run_1/floorplan.png
The bar under the picture is 50 µm long. Pins as bars on the die edge. Tap cells in grey.
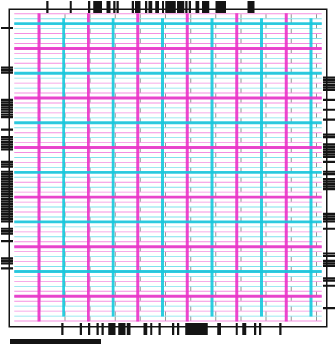
run_1/class_map.png
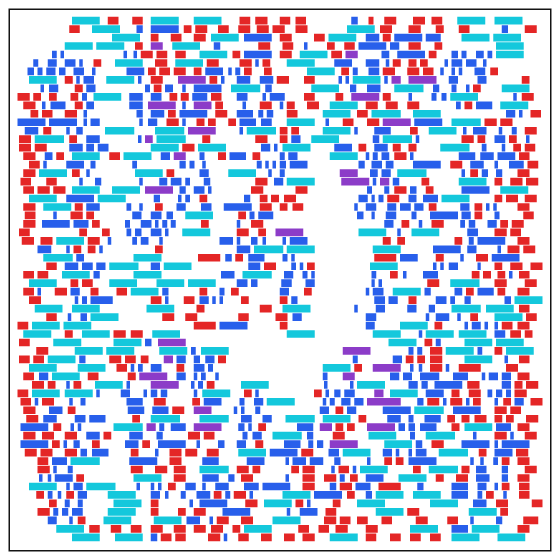
run_1/clock_wires.png
The bar under the picture is 50 µm long.
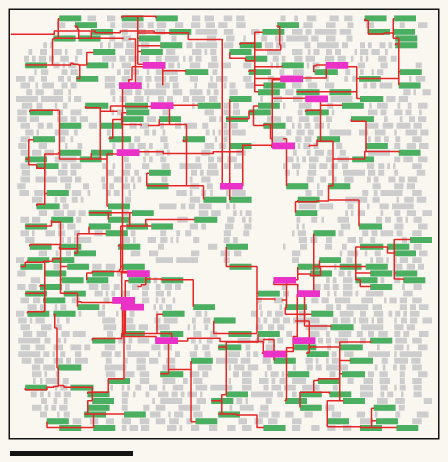
**config.mk**
```make
export PLATFORM = sky130hd
export DESIGN_NAME = ahb_dma_req_sync_flat
export DESIGN_NICKNAME = d
export VERILOG_FILES = /design/src/rtl/ahb_dma_req_sync_pkg.sv /design/src/rtl/ahb_dma_req_sync_if.sv /design/src/rtl/ahb_dma_req_sync_ch.sv /design/src/rtl/ahb_dma_req_sync.sv /design/src/flat_wrapper.sv
export SDC_FILE = /design/constraint.sdc
export NUM_CORES = 1
export LEC_CHECK = 0
export ABC_CLOCK_PERIOD_IN_PS = 1400
export CELL_PAD_IN_SITES_DETAIL_PLACEMENT = 1
export CELL_PAD_IN_SITES_GLOBAL_PLACEMENT = 2
export CORE_MARGIN = 2
export CORE_UTILIZATION = 29
export DETAILED_ROUTE_END_ITERATION = 8
export PLACE_DENSITY_LB_ADDON = 0.1
export SLEW_MARGIN = 30
export SYNTH_ARGS = -nofsm -noshare
export SYNTH_HDL_FRONTEND = slang
export SYNTH_HIERARCHICAL = 1
export SYNTH_SLANG_ARGS = --single-unit
```
**constraint.sdc**
```tcl
create_clock -name clk -period 1.4 [get_ports clk]
set_input_delay 0.42 -clock clk [delete_from_list [all_inputs] [get_ports clk]]
set_output_delay 0.42 -clock clk [all_outputs]
set_load 0.02 [all_outputs]
```
**src/rtl/ahb_dma_req_sync_pkg.sv**
```systemverilog
// ----------------------------------------------------------------------------
// ahb_dma_req_pkg
// Shared types and constants for the peripheral DMA request front end.
//   req_state_t : per-channel request FSM state
//   ACK_CNT_W   : width of the acknowledge stretch counter (covers 1..7)
// ----------------------------------------------------------------------------
package ahb_dma_req_pkg;

    typedef enum logic [1:0] {
        IDLE = 2'd0,
        PEND = 2'd1,
        ACK  = 2'd2,
        DROP = 2'd3
    } req_state_t;

    localparam int ACK_CNT_W = $clog2(8);

endpackage

```
**src/rtl/ahb_dma_req_sync_if.sv**
```systemverilog
// ----------------------------------------------------------------------------
// ahb_dma_req_sync_if
// Bundles the per-channel request/acknowledge lines of the DMA request front
// end. One bit per channel on every vector.
//   master : peripheral/CSR/channel-select side (drives requests, enables,
//            ack pulses, overrun clears; observes outputs)
//   slave  : ahb_dma_req_sync itself
//
// Handshake: req_o[ch] is a one-deep pending request. It stays high until
// channel select returns a single-cycle ack_i[ch]; req_o[ch] drops the cycle
// after that ack is sampled and periph_ack[ch] is then held for the stretch
// period. ack_i[ch] while req_o[ch] is low has no effect.
//
// dbg_state exposes each channel FSM state for observation.
// ----------------------------------------------------------------------------
interface ahb_dma_req_sync_if
    import ahb_dma_req_pkg::*;
#(
    parameter int channel_number = 15
) ();

    logic [channel_number-1:0] periph_src_req;
    logic [channel_number-1:0] periph_dst_req;
    logic [channel_number-1:0] ch_en;
    logic [channel_number-1:0] ch_edge_mode;
    logic [channel_number-1:0] ack_i;
    logic [channel_number-1:0] overrun_clr;
    logic [channel_number-1:0] req_o;
    logic [channel_number-1:0] dst_req_o;
    logic [channel_number-1:0] periph_ack;
    logic [channel_number-1:0] overrun;
    req_state_t                dbg_state [channel_number];

    modport master (
        output periph_src_req, periph_dst_req, ch_en, ch_edge_mode,
               ack_i, overrun_clr,
        input  req_o, dst_req_o, periph_ack, overrun, dbg_state
    );

    modport slave (
        input  periph_src_req, periph_dst_req, ch_en, ch_edge_mode,
               ack_i, overrun_clr,
        output req_o, dst_req_o, periph_ack, overrun, dbg_state
    );

endinterface

```
**src/rtl/ahb_dma_req_sync_ch.sv**
```systemverilog
// ----------------------------------------------------------------------------
// ahb_dma_req_sync_ch
// One DMA request channel: synchronisers for source/destination request,
// source edge detect, request FSM with acknowledge stretch, sticky overrun.
// Ports:
//   clk, rst      : clock, asynchronous active-low reset
//   src_req       : async source request from peripheral
//   dst_req       : async destination request from peripheral
//   en            : channel enable
//   edge_mode     : 1 = rising-edge request, 0 = level request
//   ack_in        : single-cycle ack from channel select
//   ovr_clr       : clears sticky overrun
//   req           : pending source request (high in PEND)
//   dst_req_out   : registered synchronised destination request
//   periph_ack    : stretched acknowledge to peripheral (high in ACK)
//   overrun       : sticky overrun flag
//   state_dbg     : current FSM state
// ----------------------------------------------------------------------------
module ahb_dma_req_sync_ch
    import ahb_dma_req_pkg::*;
#(
    parameter int SYNC_STAGES = 2,
    parameter int ACK_STRETCH = 2
) (
    input  logic       clk,
    input  logic       rst,
    input  logic       src_req,
    input  logic       dst_req,
    input  logic       en,
    input  logic       edge_mode,
    input  logic       ack_in,
    input  logic       ovr_clr,
    output logic       req,
    output logic       dst_req_out,
    output logic       periph_ack,
    output logic       overrun,
    output req_state_t state_dbg
);

    logic [SYNC_STAGES-1:0] src_sync_q, src_sync_d;
    logic [SYNC_STAGES-1:0] dst_sync_q, dst_sync_d;
    logic                   src_prev_q, src_prev_d;
    logic                   dst_req_q, dst_req_d;
    logic                   overrun_q, overrun_d;
    logic [ACK_CNT_W-1:0]   cnt_q, cnt_d;
    req_state_t             state_q, state_d;

    logic src_s;
    logic dst_s;
    logic src_evt;

    assign src_s = src_sync_q[SYNC_STAGES-1];
    assign dst_s = dst_sync_q[SYNC_STAGES-1];

    always_comb begin
        src_sync_d = {src_sync_q[SYNC_STAGES-2:0], src_req};
        dst_sync_d = {dst_sync_q[SYNC_STAGES-2:0], dst_req};
        src_prev_d = src_s;
        dst_req_d  = dst_s & en;
        src_evt    = edge_mode ? (src_s & ~src_prev_q) : src_s;

        state_d    = state_q;
        cnt_d      = cnt_q;
        overrun_d  = overrun_q;

        case (state_q)
            IDLE: begin
                if (src_evt && en) state_d = PEND;
            end
            PEND: begin
                // ack wins over a same-cycle disable
                if (ack_in) begin
                    state_d = ACK;
                    cnt_d   = '0;
                end else if (!en) begin
                    state_d = IDLE;
                end
            end
            ACK: begin
                // stretch always runs to completion regardless of en
                if (cnt_q == ACK_CNT_W'(ACK_STRETCH - 1)) begin
                    state_d = edge_mode ? IDLE : DROP;
                    cnt_d   = '0;
                end else begin
                    cnt_d = cnt_q + ACK_CNT_W'(1);
                end
            end
            DROP: begin
                // level request must be seen low before it can re-arm
                if (!src_s || !en) state_d = IDLE;
            end
            default: state_d = IDLE;
        endcase

        // an edge while a request is outstanding is lost, not queued
        if (edge_mode && src_evt && (state_q == PEND || state_q == ACK))
            overrun_d = 1'b1;
        if (ovr_clr)
            overrun_d = 1'b0;
    end

    always_ff @(posedge clk or negedge rst) begin
        if (!rst) begin
            src_sync_q <= '0;
            dst_sync_q <= '0;
            src_prev_q <= 1'b0;
            dst_req_q  <= 1'b0;
            overrun_q  <= 1'b0;
            cnt_q      <= '0;
            state_q    <= IDLE;
        end else begin
            src_sync_q <= src_sync_d;
            dst_sync_q <= dst_sync_d;
            src_prev_q <= src_prev_d;
            dst_req_q  <= dst_req_d;
            overrun_q  <= overrun_d;
            cnt_q      <= cnt_d;
            state_q    <= state_d;
        end
    end

    assign req         = (state_q == PEND);
    assign periph_ack  = (state_q == ACK);
    assign dst_req_out = dst_req_q;
    assign overrun     = overrun_q;
    assign state_dbg   = state_q;

endmodule

```
**src/rtl/ahb_dma_req_sync.sv**
```systemverilog
// ----------------------------------------------------------------------------
// ahb_dma_req_sync
// Per-channel peripheral DMA request front end feeding channel select.
// Ports:
//   clk  : clock
//   rst  : asynchronous active-low reset
//   bus  : ahb_dma_req_sync_if.slave (request/ack/enable/overrun vectors and
//          per-channel state observation)
// Parameters:
//   channel_number : number of channels (1..31)
//   SYNC_STAGES    : synchroniser depth (2..3)
//   ACK_STRETCH    : periph_ack high time in cycles (1..7)
// ----------------------------------------------------------------------------
module ahb_dma_req_sync
    import ahb_dma_req_pkg::*;
#(
    parameter int channel_number = 15,
    parameter int SYNC_STAGES    = 2,
    parameter int ACK_STRETCH    = 2
) (
    input logic                clk,
    input logic                rst,
    ahb_dma_req_sync_if.slave  bus
);

    for (genvar i = 0; i < channel_number; i++) begin : g_ch
        ahb_dma_req_sync_ch #(
            .SYNC_STAGES (SYNC_STAGES),
            .ACK_STRETCH (ACK_STRETCH)
        ) u_ch (
            .clk         (clk),
            .rst         (rst),
            .src_req     (bus.periph_src_req[i]),
            .dst_req     (bus.periph_dst_req[i]),
            .en          (bus.ch_en[i]),
            .edge_mode   (bus.ch_edge_mode[i]),
            .ack_in      (bus.ack_i[i]),
            .ovr_clr     (bus.overrun_clr[i]),
            .req         (bus.req_o[i]),
            .dst_req_out (bus.dst_req_o[i]),
            .periph_ack  (bus.periph_ack[i]),
            .overrun     (bus.overrun[i]),
            .state_dbg   (bus.dbg_state[i])
        );
    end

endmodule

```
**src/flat_wrapper.sv**
```systemverilog
// flat-port wrapper written by rule: the top's interface ports become plain ports
module ahb_dma_req_sync_flat import ahb_dma_req_pkg::*;
#(
    parameter int channel_number = 15,
    parameter int SYNC_STAGES    = 2,
    parameter int ACK_STRETCH    = 2
)
  (clk, rst, bus_periph_src_req, bus_periph_dst_req, bus_ch_en, bus_ch_edge_mode, bus_ack_i, bus_overrun_clr, bus_req_o, bus_dst_req_o, bus_periph_ack, bus_overrun, bus_dbg_state);
  ahb_dma_req_sync_if #(.channel_number(channel_number)) bus_i ();
  input logic clk;
  input logic rst;
  input wire logic [$bits(bus_i.periph_src_req)-1:0] bus_periph_src_req;
  input wire logic [$bits(bus_i.periph_dst_req)-1:0] bus_periph_dst_req;
  input wire logic [$bits(bus_i.ch_en)-1:0] bus_ch_en;
  input wire logic [$bits(bus_i.ch_edge_mode)-1:0] bus_ch_edge_mode;
  input wire logic [$bits(bus_i.ack_i)-1:0] bus_ack_i;
  input wire logic [$bits(bus_i.overrun_clr)-1:0] bus_overrun_clr;
  output wire logic [$bits(bus_i.req_o)-1:0] bus_req_o;
  output wire logic [$bits(bus_i.dst_req_o)-1:0] bus_dst_req_o;
  output wire logic [$bits(bus_i.periph_ack)-1:0] bus_periph_ack;
  output wire logic [$bits(bus_i.overrun)-1:0] bus_overrun;
  output wire logic [$bits(bus_i.dbg_state)-1:0] bus_dbg_state;
  assign bus_i.periph_src_req = bus_periph_src_req;
  assign bus_i.periph_dst_req = bus_periph_dst_req;
  assign bus_i.ch_en = bus_ch_en;
  assign bus_i.ch_edge_mode = bus_ch_edge_mode;
  assign bus_i.ack_i = bus_ack_i;
  assign bus_i.overrun_clr = bus_overrun_clr;
  assign bus_req_o = bus_i.req_o;
  assign bus_dst_req_o = bus_i.dst_req_o;
  assign bus_periph_ack = bus_i.periph_ack;
  assign bus_overrun = bus_i.overrun;
  assign bus_dbg_state = {>>{bus_i.dbg_state}};
  ahb_dma_req_sync #(.channel_number(channel_number), .SYNC_STAGES(SYNC_STAGES), .ACK_STRETCH(ACK_STRETCH)) u_core (.clk(clk), .rst(rst), .bus(bus_i));
endmodule
```
==> summary.txt, run 1 <==
Leak: 6.760 nW
XOR/XNOR Fraction of Synth Area: 0
Post-synth seq share: 0.5412
Total of max-cap violations: 0
Failing checks: setup timing
Final Hold Viols: 0
Cell count after synthesis: 749
Util after Layout: 0.5165
Setup violators final: 100
Top_reg_cell synth: dfrtp_1
Register bit count reported by yosys: 180
Avg Vias per Cell: 4.559
MUX area fraction: 0.02556
Initial DRC count: 219
Layout cells sized above 1: 0.4931
CP dominant cell by count: buf_6
Initial antenna violation count: 1
Final WL: 24,570 µm
First-pass GRT wire length: 40,520 µm
NonClk Buf Share: 0.2926
Clock Latency Late Sink: 440 ps
Post-route setup slack: -359.5 ps
Crit path largest cell delay: 460 ps
Final GP Congestion: 0.7689
Unique cell types: 28
Max-slew violation count: 0
Num CTS Buffers: 17
Die width: 173.4 µm
Largest net degree at the start of global routing: 41
Vias in the first global route: 8,078
Top logic family: AND-OR/OR-AND gates
Achievable Freq: 568.3 MHz
Combinational gate count: 500
And+or+nand+nor area frac: 0.1478
Antenna viol nets, final: 0
Cell type with the largest total area: dfrtp_1
Post-CTS sizing: 661
Final Skew: 9.157 ps
Top Family by Delay on Critical Path: flip-flops
DP Area: 12,540 µm²
Total number of vias: 7,353
Dpl ws: -514.4 ps
Die Y: 173.4 µm
Number of clock buffers in the layout: 17
Ant. Diodes: 0
Peak VDD IR: 0.9740 mV
Flop share of the area: 0.3089
DRC Markers: 0
Inverters, non-clock: 69
# rows: 62
Routed len/inst: 15.23 µm
Cts hold-fix bufs: 1
Net Count, Synth: 910
Tmin final: 1760 ps
Worst EP arrival: 1340 ps
Storage cell area: 4542 µm²
Total GRT Usage: 0.1657
Area fraction in full adders, half adders and majority gates: 0.1037
Outcome: complete, but fails checks
Fin cells: 1,613
Critical-path top delay cell: dfrtp_2
Area leader share: 0.5412
Clock tree from TritonCTS: yes
Total global routing overflow: 0
Finished Cell Area: 14,700 µm²
Top cells excl fill/tap: 178 x buf_4, 172 x buf_6, 150 x dfrtp_1
Clk cell area share: 0.04161
Clock root buffer: clkbuf_16
CP Launch Type: flip-flop
Most numerous logic cell after layout: buf_4
Final nets: 1,377
HPWL Detailed: 17,430 µm
CTS max path bufs: 2
EDFF count, synth: 0
Fillers: 3,032
Cycle use final: 1.257
CTS clk-pin slew, worst paths: 70 ps
Required @ worst endpoint: 980 ps
WS Path Type: reg -> out
## Picture notes: floorplan.png
net	colour
VDD	cyan
VSS	magenta
met1 rails	63
rows	62
met5 straps	12
signal pins	182

## Picture notes: class_map.png
class	colour	cells	share of their area
clock drivers and dummy loads	purple	32	4.3%
remaining logic cells	blue	569	34%
registers	cyan	180	32%
remaining buffers and delay cells	red	448	30%

## Picture notes: clock_wires.png
[clock wires] red | length: 2,740 µm
[clock-net drivers] magenta | count: 17
[flip-flops] green | count: 180
routed clock nets	18
flops lie	spread over the die

-- run 1: state kept, by name (all words and copies together), names as in the netlist --
register	cells
u_core/g_ch.u_ch/dst_sync_q	30
u_core/g_ch.u_ch/overrun	15
u_core/g_ch.u_ch/src_prev_q	15
u_core/g_ch.u_ch/src_sync_q	30
u_core/g_ch.u_ch/cnt_q	45
u_core/g_ch.u_ch/dst_req_out	15
u_core/g_ch.u_ch/state_dbg	30
-- run 1: final timing paths --
| check | start | end | slack, ps | depth (start not counted) |
|---|---|---|---|---|
| max reg2reg | u_core/g_ch[1].u_ch/state_dbg[1]$_DFFE_PN0P_ | u_core/g_ch[1].u_ch/state_dbg[1]$_DFFE_PN0P_ | -320 | 6 |
| max in group asynchronous | rst | u_core/g_ch[10].u_ch/state_dbg[1]$_DFFE_PN0P_ | 390 | 3 |
| min in group asynchronous | rst | u_core/g_ch[11].u_ch/dst_req_out$_DFF_PN0_ | 440 | 2 |
| max | u_core/g_ch[4].u_ch/state_dbg[0]$_DFFE_PN0P_ | bus_periph_ack[4] | -360 | 4 |
| min | u_core/g_ch[9].u_ch/src_sync_q[0]$_DFF_PN0_ | u_core/g_ch[9].u_ch/src_sync_q[1]$_DFF_PN0_ | 350 | 0 |
| min reg2reg | u_core/g_ch[9].u_ch/src_sync_q[0]$_DFF_PN0_ | u_core/g_ch[9].u_ch/src_sync_q[1]$_DFF_PN0_ | 350 | 0 |
-- run 1: layer usage --
layer,wire [µm],GRT usage
met4,210,0.04025
met3,1180,0.04430
met1,10350,0.1992
met5,13,0
met2,12810,0.2947
-- run 1: report_power, final --
part	internal (W)	leakage, nW	total, W	switching [W]
Sequential	0.00605	2.23	0.00698	0.000935
Clock	0.00258	0.296	0.00501	0.00243
Combinational	0.00857	4.23	0.0153	0.00673
run_1/clock_nets.png
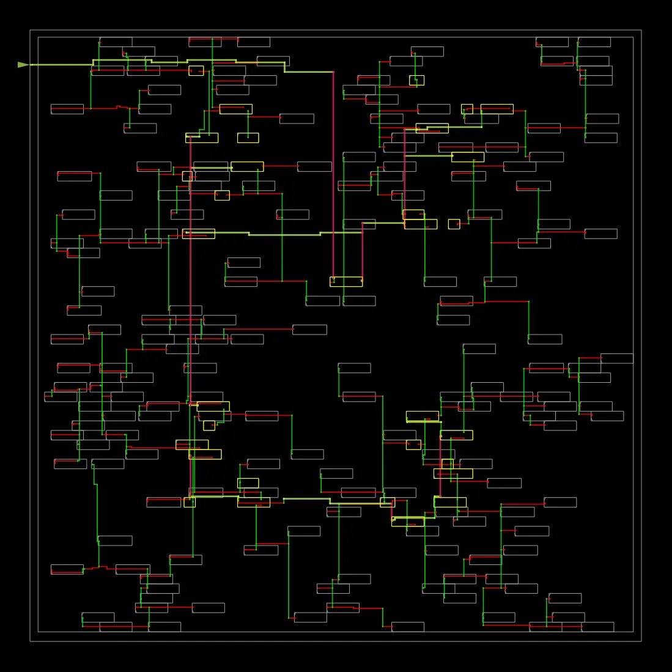

## Run 2: what changed since run 1
--- a/config.mk
+++ b/config.mk
@@ -6,10 +6,12 @@
 export NUM_CORES = 1
 export LEC_CHECK = 0
 export ABC_CLOCK_PERIOD_IN_PS = 1400
+export CAP_MARGIN = 15
 export CELL_PAD_IN_SITES_DETAIL_PLACEMENT = 1
 export CELL_PAD_IN_SITES_GLOBAL_PLACEMENT = 2
 export CORE_MARGIN = 2
-export CORE_UTILIZATION = 29
+export CORE_UTILIZATION = 30
+export CTS_BUF_LIST = sky130_fd_sc_hd__clkbuf_8
 export DETAILED_ROUTE_END_ITERATION = 8
 export PLACE_DENSITY_LB_ADDON = 0.1
 export SLEW_MARGIN = 30
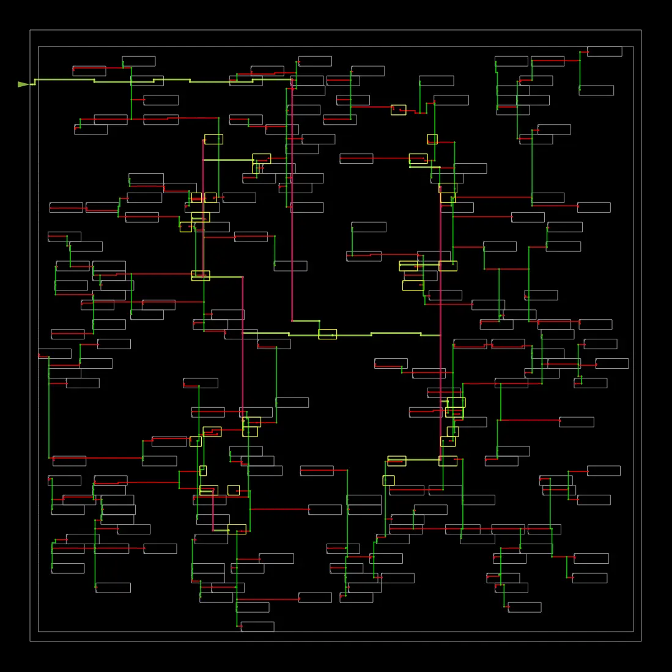
run_2/clock_nets.png
Final Skew: 18.53 ps
Clock Latency Late Sink: 460 ps
FF+latch count: 180
number of clock buffers in the layout: 17
Clk power: 0.00351 W

==> summary.txt, run 2 <==
Outcome: complete, but fails checks (unchanged)
Net Count, Synth: 910 (unchanged)
Area leader share: 0.5412 (unchanged)
Worst r2r src: u_core/g_ch[11].u_ch/state_dbg[0]$_DFFE_PN0P_ (was u_core/g_ch[1].u_ch/state_dbg[1]$_DFFE_PN0P_)
Failing checks: setup timing (unchanged)
Top cells excl fill/tap: 178 x buf_4, 172 x buf_6, 150 x dfrtp_1 (unchanged)
Initial antenna violation count: 0 (was 1)
Top_reg_cell synth: dfrtp_1 (unchanged)
XOR/XNOR Fraction of Synth Area: 0 (unchanged)
R2r endpoint: u_core/g_ch[11].u_ch/state_dbg[1]$_DFFE_PN0P_ (was u_core/g_ch[1].u_ch/state_dbg[1]$_DFFE_PN0P_)
Clock tree from TritonCTS: yes (unchanged)
Switching part of the total: 0.3834 (was 0.3700)
Area fraction in full adders, half adders and majority gates: 0.1037 (unchanged)
Total GRT Usage: 0.1683 (was 0.1657)
Final GP Congestion: 0.8003 (was 0.7689)
Leak: 6.670 nW (was 6.760 nW)
Die Y: 170.6 µm (was 173.4 µm)
Crit path largest cell delay: 480 ps (was 460 ps)
Ant. Diodes: 0 (unchanged)
Hold EP: u_core/g_ch[3].u_ch/dst_sync_q[1]$_DFF_PN0_ (was u_core/g_ch[9].u_ch/src_sync_q[1]$_DFF_PN0_)
First-pass GRT wire length: 39,310 µm (was 40,520 µm)
Worst EP arrival: 2150 ps (was 1340 ps)
Cell type with the largest total area: dfrtp_1 (unchanged)
HPWL Detailed: 16,880 µm (was 17,430 µm)
Finished Cell Area: 14,610 µm² (was 14,700 µm²)
Post-route setup slack: -401.4 ps (was -359.5 ps)
Logic pwr share: 0.602 (was 0.561)
Max-slew violation count: 0 (unchanged)
WS Path Type: reg -> reg (was reg -> out)
Post-synth seq share: 0.5412 (unchanged)
Fillers: 2,845 (was 3,032)
Net switching power: 0.01008 W (was 0.01010 W)
Tmin final: 1801 ps (was 1760 ps)
Total of max-cap violations: 0 (unchanged)
Clock root buffer: clkbuf_8 (was clkbuf_16)
Top logic family: AND-OR/OR-AND gates (unchanged)
Antenna viol nets, final: 0 (unchanged)
Flop pwr share: 0.264 (was 0.256)
# rows: 60 (was 62)
Internal power: 0.01621 W (was 0.01719 W)
Critical path depth: 7 (was 4)
Num CTS Buffers: 17 (unchanged)
Unique cell types: 28 (unchanged)
DP Area: 12,460 µm² (was 12,540 µm²)
Largest net degree at the start of global routing: 35 (was 41)
Initial DRC count: 326 (was 219)
Die width: 170.6 µm (was 173.4 µm)
Share of power burned in the clock network: 0.133 (was 0.184)
Critical path endpoint: u_core/g_ch[11].u_ch/state_dbg[1]$_DFFE_PN0P_ (was bus_periph_ack[4])
Vias in the first global route: 7,944 (was 8,078)
Setup violators final: 128 (was 100)
Total global routing overflow: 0 (unchanged)
Util after Layout: 0.5391 (was 0.5165)
Critical-path top delay cell: dfrtp_2 (unchanged)
CTS max path bufs: 2 (unchanged)
Final nets: 1,376 (was 1,377)
Register bit count reported by yosys: 180 (unchanged)
Most numerous logic cell after layout: buf_4 (unchanged)
Final Hold Viols: 0 (unchanged)
Largest reg by FF count: u_core/g_ch.u_ch/cnt_q (unchanged)
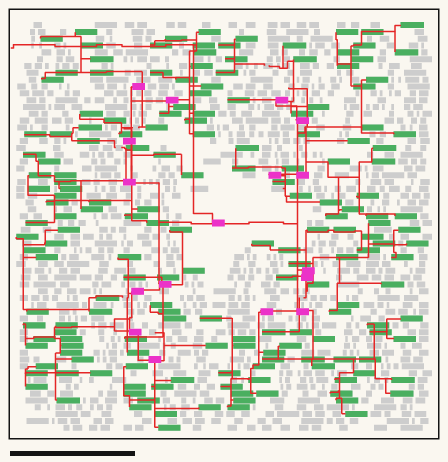
run_2/clock_wires.png
The bar under the picture is 50 µm long.
[clock-net drivers] magenta | count: 17
[flip-flops] green | count: 180
[clock wires] red | length: 2,590 µm
flops lie	spread over the die

==> run 2: timing repair <==
action	in CTS	in global routing
resized	719	101
hold buffers	1	0
pin swaps	59	64
hold endpoints to repair	26	0
setup buffers	69	39
setup endpoints to repair	148	166
==> run 2: cell type report <==
type	instances	area [µm²]	area share
Sequential cell	180	4542	0.3109
Multi-Input combinational cell	500	4666	0.3193
Clock inverter	15	138.9	0.009506
Inverter	69	266.5	0.01824
Tap cell	372	465.4	0.03186
Timing Repair Buffer	447	4298	0.2942
Clock buffer	17	234.0	0.01601
==> run 2: metrics by stage <==
step	power (W)	hold slack (ps)
2_1_floorplan	0.01282	124.4
3_3_place_gp	0.01815	331.7
3_5_place_dp	0.01831	337.1
4_1_cts	0.02530	333.6
5_1_grt	0.02806	339.4
6_report	0.02629	344.2
==> run 2: layer usage <==
metal  GRT usage  part of all wire  up-vias
met4     0.04311            0.0095        0
met1      0.2094              0.44     3700
met3     0.03424             0.039       16
met2      0.2975              0.51      113
li1            -                 -     3576
met5           0                 0        -
==> run 2: worst register-to-register path, stage by stage (launching register included) <==
cell and delay (ps):
dfrtp_2 480, buf_4 160, buf_6 110, ha_2 160, nand2_1 60, nand2_1 60, a221o_1 350, mux2_4 320
==> run 2: power groups by stage <==
| stage | registers, W | logic [W] | clock network, W |
|---|---|---|---|
| floorplan | 0.00762 | 0.00520 | 0 |
| global placement | 0.00693 | 0.0112 | 0 |
| detailed placement | 0.00695 | 0.0114 | 0 |
| CTS | 0.00693 | 0.0147 | 0.00367 |
| global route | 0.00707 | 0.0171 | 0.00388 |
| finish | 0.00695 | 0.0158 | 0.00351 |
run_2/layers.png
The bar under the picture is 50 µm long. Two of the layers only.
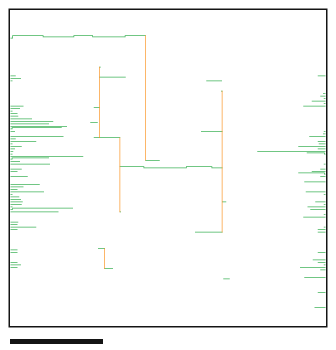

## Run 3: what changed since run 2
--- a/config.mk
+++ b/config.mk
@@ -9,7 +9,7 @@
 export CAP_MARGIN = 15
 export CELL_PAD_IN_SITES_DETAIL_PLACEMENT = 1
 export CELL_PAD_IN_SITES_GLOBAL_PLACEMENT = 2
-export CORE_MARGIN = 2
+export CORE_MARGIN = 4
 export CORE_UTILIZATION = 30
 export CTS_BUF_LIST = sky130_fd_sc_hd__clkbuf_8
 export DETAILED_ROUTE_END_ITERATION = 8
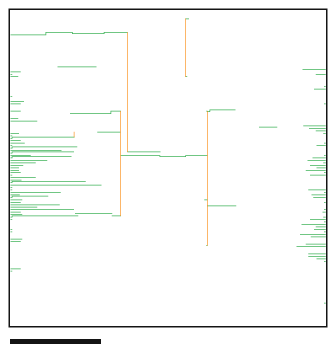
run_3/layers.png
The bar under the picture is 50 µm long. Two of the layers only.
layer	colour	wire length
M4	orange	233 µm
M3	green	1,140 µm

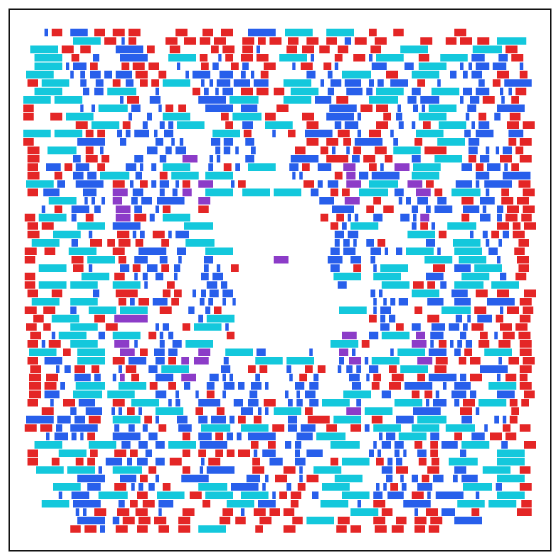
run_3/class_map.png
class	colour	cells	share of their area
remaining logic cells	blue	569	35%
registers	cyan	180	33%
clock drivers and dummy loads	purple	32	2.9%
remaining buffers and delay cells	red	437	30%

==> summary.txt, run 3 <==
Outcome: complete, but fails checks (unchanged)
Failing checks: setup timing (unchanged)
Num CTS Buffers: 17 (unchanged)
R2R setup slack: -330 ps (was -400 ps)
CTS max path bufs: 2 (unchanged)
Total of max-cap violations: 0 (unchanged)
Required @ worst endpoint: 980 ps (was 1750 ps)
Largest register FFs: 45 (unchanged)
GRT met1 Usage: 0.2046 (was 0.2094)
Cts hold-fix bufs: 1 (unchanged)
And+or+nand+nor area frac: 0.1478 (unchanged)
Top logic family: AND-OR/OR-AND gates (unchanged)
XOR/XNOR Fraction of Synth Area: 0 (unchanged)
Ant. Diodes: 0 (unchanged)
Met2 GRT Util: 0.2711 (was 0.2975)
Total global routing overflow: 0 (unchanged)
Final Hold Viols: 0 (unchanged)
Total GRT Usage: 0.1596 (was 0.1683)
Top cells excl fill/tap: 175 x buf_4, 166 x buf_6, 150 x dfrtp_1 (was 178 x buf_4, 172 x buf_6, 150 x dfrtp_1)
Die width: 174.6 µm (was 170.6 µm)
EDFF count, synth: 0 (unchanged)
Switching part of the total: 0.3774 (was 0.3834)
Net Count, Synth: 910 (unchanged)
Achievable Freq: 574.7 MHz (was 555.1 MHz)
Most Crowded Layer GR: met2 (unchanged)
Setup violators final: 115 (was 128)
DRC Markers: 0 (unchanged)
Cell count after synthesis: 749 (unchanged)
Vias in the first global route: 7,942 (was 7,944)
Max Used Layer: met5 (was met4)
Clk power: 0.00367 W (was 0.00351 W)
Antenna viol nets, final: 0 (unchanged)
Area fraction in full adders, half adders and majority gates: 0.1037 (unchanged)
Total number of vias: 7,243 (was 7,405)
Top_reg_cell synth: dfrtp_1 (unchanged)
Largest net degree at the start of global routing: 36 (was 35)
Unique cell types: 28 (unchanged)
Crit path largest cell delay: 460 ps (was 480 ps)
Post-CTS sizing: 697 (was 719)
Share of power burned in the clock network: 0.142 (was 0.133)
Metal1 wirelength: 10,740 µm (was 10,660 µm)
Fin Hold WS: 347.5 ps (was 344.2 ps)
Dpl ws: -488.0 ps (was -478.4 ps)
WHS Path Cells: 0 (unchanged)
DP Area: 12,560 µm² (was 12,460 µm²)
Post-synth seq share: 0.5412 (unchanged)
Largest reg by FF count: u_core/g_ch.u_ch/cnt_q (unchanged)
Leak: 6.605 nW (was 6.670 nW)
R2r endpoint: u_core/g_ch[10].u_ch/state_dbg[1]$_DFFE_PN0P_ (was u_core/g_ch[11].u_ch/state_dbg[1]$_DFFE_PN0P_)
Critical-path top delay cell: dfrtp_2 (unchanged)
Initial antenna violation count: 1 (was 0)
Most numerous logic cell after layout: buf_4 (unchanged)
Final nets: 1,366 (was 1,376)
Register bit count reported by yosys: 180 (unchanged)
Clock root buffer: clkbuf_8 (unchanged)
Final WL: 24,440 µm (was 24,350 µm)
Internal power: 0.01613 W (was 0.01621 W)
MUX area fraction: 0.02556 (unchanged)
Top power group: combinational logic (unchanged)
Layout cells sized above 1: 0.4967 (was 0.5098)
Post-route setup slack: -339.9 ps (was -401.4 ps)
Peak VDD IR: 1.098 mV (was 0.9484 mV)
Routed len/inst: 15.37 µm (was 15.22 µm)
HPWL Detailed: 17,750 µm (was 16,880 µm)
Power in combinational cells: 0.0153 W (was 0.0158 W)
Sequential Power: 0.00694 W (was 0.00695 W)
# rows: 60 (unchanged)
CTS clk-pin slew, worst paths: 100 ps (was 110 ps)
Hold EP: u_core/g_ch[13].u_ch/dst_sync_q[1]$_DFF_PN0_ (was u_core/g_ch[3].u_ch/dst_sync_q[1]$_DFF_PN0_)
Clock tree from TritonCTS: yes (unchanged)
Worst r2r src: u_core/g_ch[10].u_ch/state_dbg[1]$_DFFE_PN0P_ (was u_core/g_ch[11].u_ch/state_dbg[0]$_DFFE_PN0P_)
Logic pwr share: 0.590 (was 0.602)
Tmin final: 1740 ps (was 1801 ps)
Area leader share: 0.5412 (unchanged)
Routed wl met2: 12,310 µm (was 12,510 µm)
Setup Buffers After CTS: 54 (was 69)
Finished Cell Area: 14,420 µm² (was 14,610 µm²)
Top Family by Delay on Critical Path: flip-flops (unchanged)
==> run 3: cell counts after synthesis <==
Identical to the previous run, type by type.
==> run 3: worst reg2reg max path, cell delays in order, from the launching register on <==
cell	delay [ps]
dfrtp_2	460
buf_6	130
ha_4	150
buf_4	150
o31a_1	110
a221o_1	320
mux2_4	310
==> run 3: worst max path at each step <==
stage | start | endpoint | slack [ps] | cells past startpoint
global placement | bus_ack_i[13] | u_core/g_ch[13].u_ch/state_dbg[0]$_DFFE_PN0P_ | -450 | 5
detailed placement | bus_ack_i[8] | u_core/g_ch[8].u_ch/state_dbg[1]$_DFFE_PN0P_ | -490 | 5
floorplan | u_core/g_ch[5].u_ch/state_dbg[1]$_DFFE_PN0P_ | u_core/g_ch[5].u_ch/state_dbg[1]$_DFFE_PN0P_ | -220 | 6
CTS | u_core/g_ch[3].u_ch/state_dbg[1]$_DFFE_PN0P_ | bus_periph_ack[3] | -380 | 3
finish | u_core/g_ch[3].u_ch/state_dbg[1]$_DFFE_PN0P_ | bus_periph_ack[3] | -340 | 3
global route | u_core/g_ch[10].u_ch/state_dbg[1]$_DFFE_PN0P_ | bus_periph_ack[10] | -410 | 3
==> run 3: layout make-up <==
cell class	count	area (µm²)	share of cell area
clock inverters	13	140.1	0.009716
repair buffers	437	4188	0.2904
clock buffers	19	261.5	0.01813
flip-flops and latches	180	4542	0.3149
inverters	69	259.0	0.01796
well taps	372	465.4	0.03227
multi-input cells	500	4567	0.3166
==> run 3: through the flow <==
step,cells,util
6_report,1590,0.5322
5_1_grt,1590,0.5322
4_1_cts,1576,0.5151
3_5_place_dp,1497,0.4634
3_3_place_gp,1497,0.4634
2_1_floorplan,749,-
Power figures rest on the tool's default switching activity, not on a simulated workload.
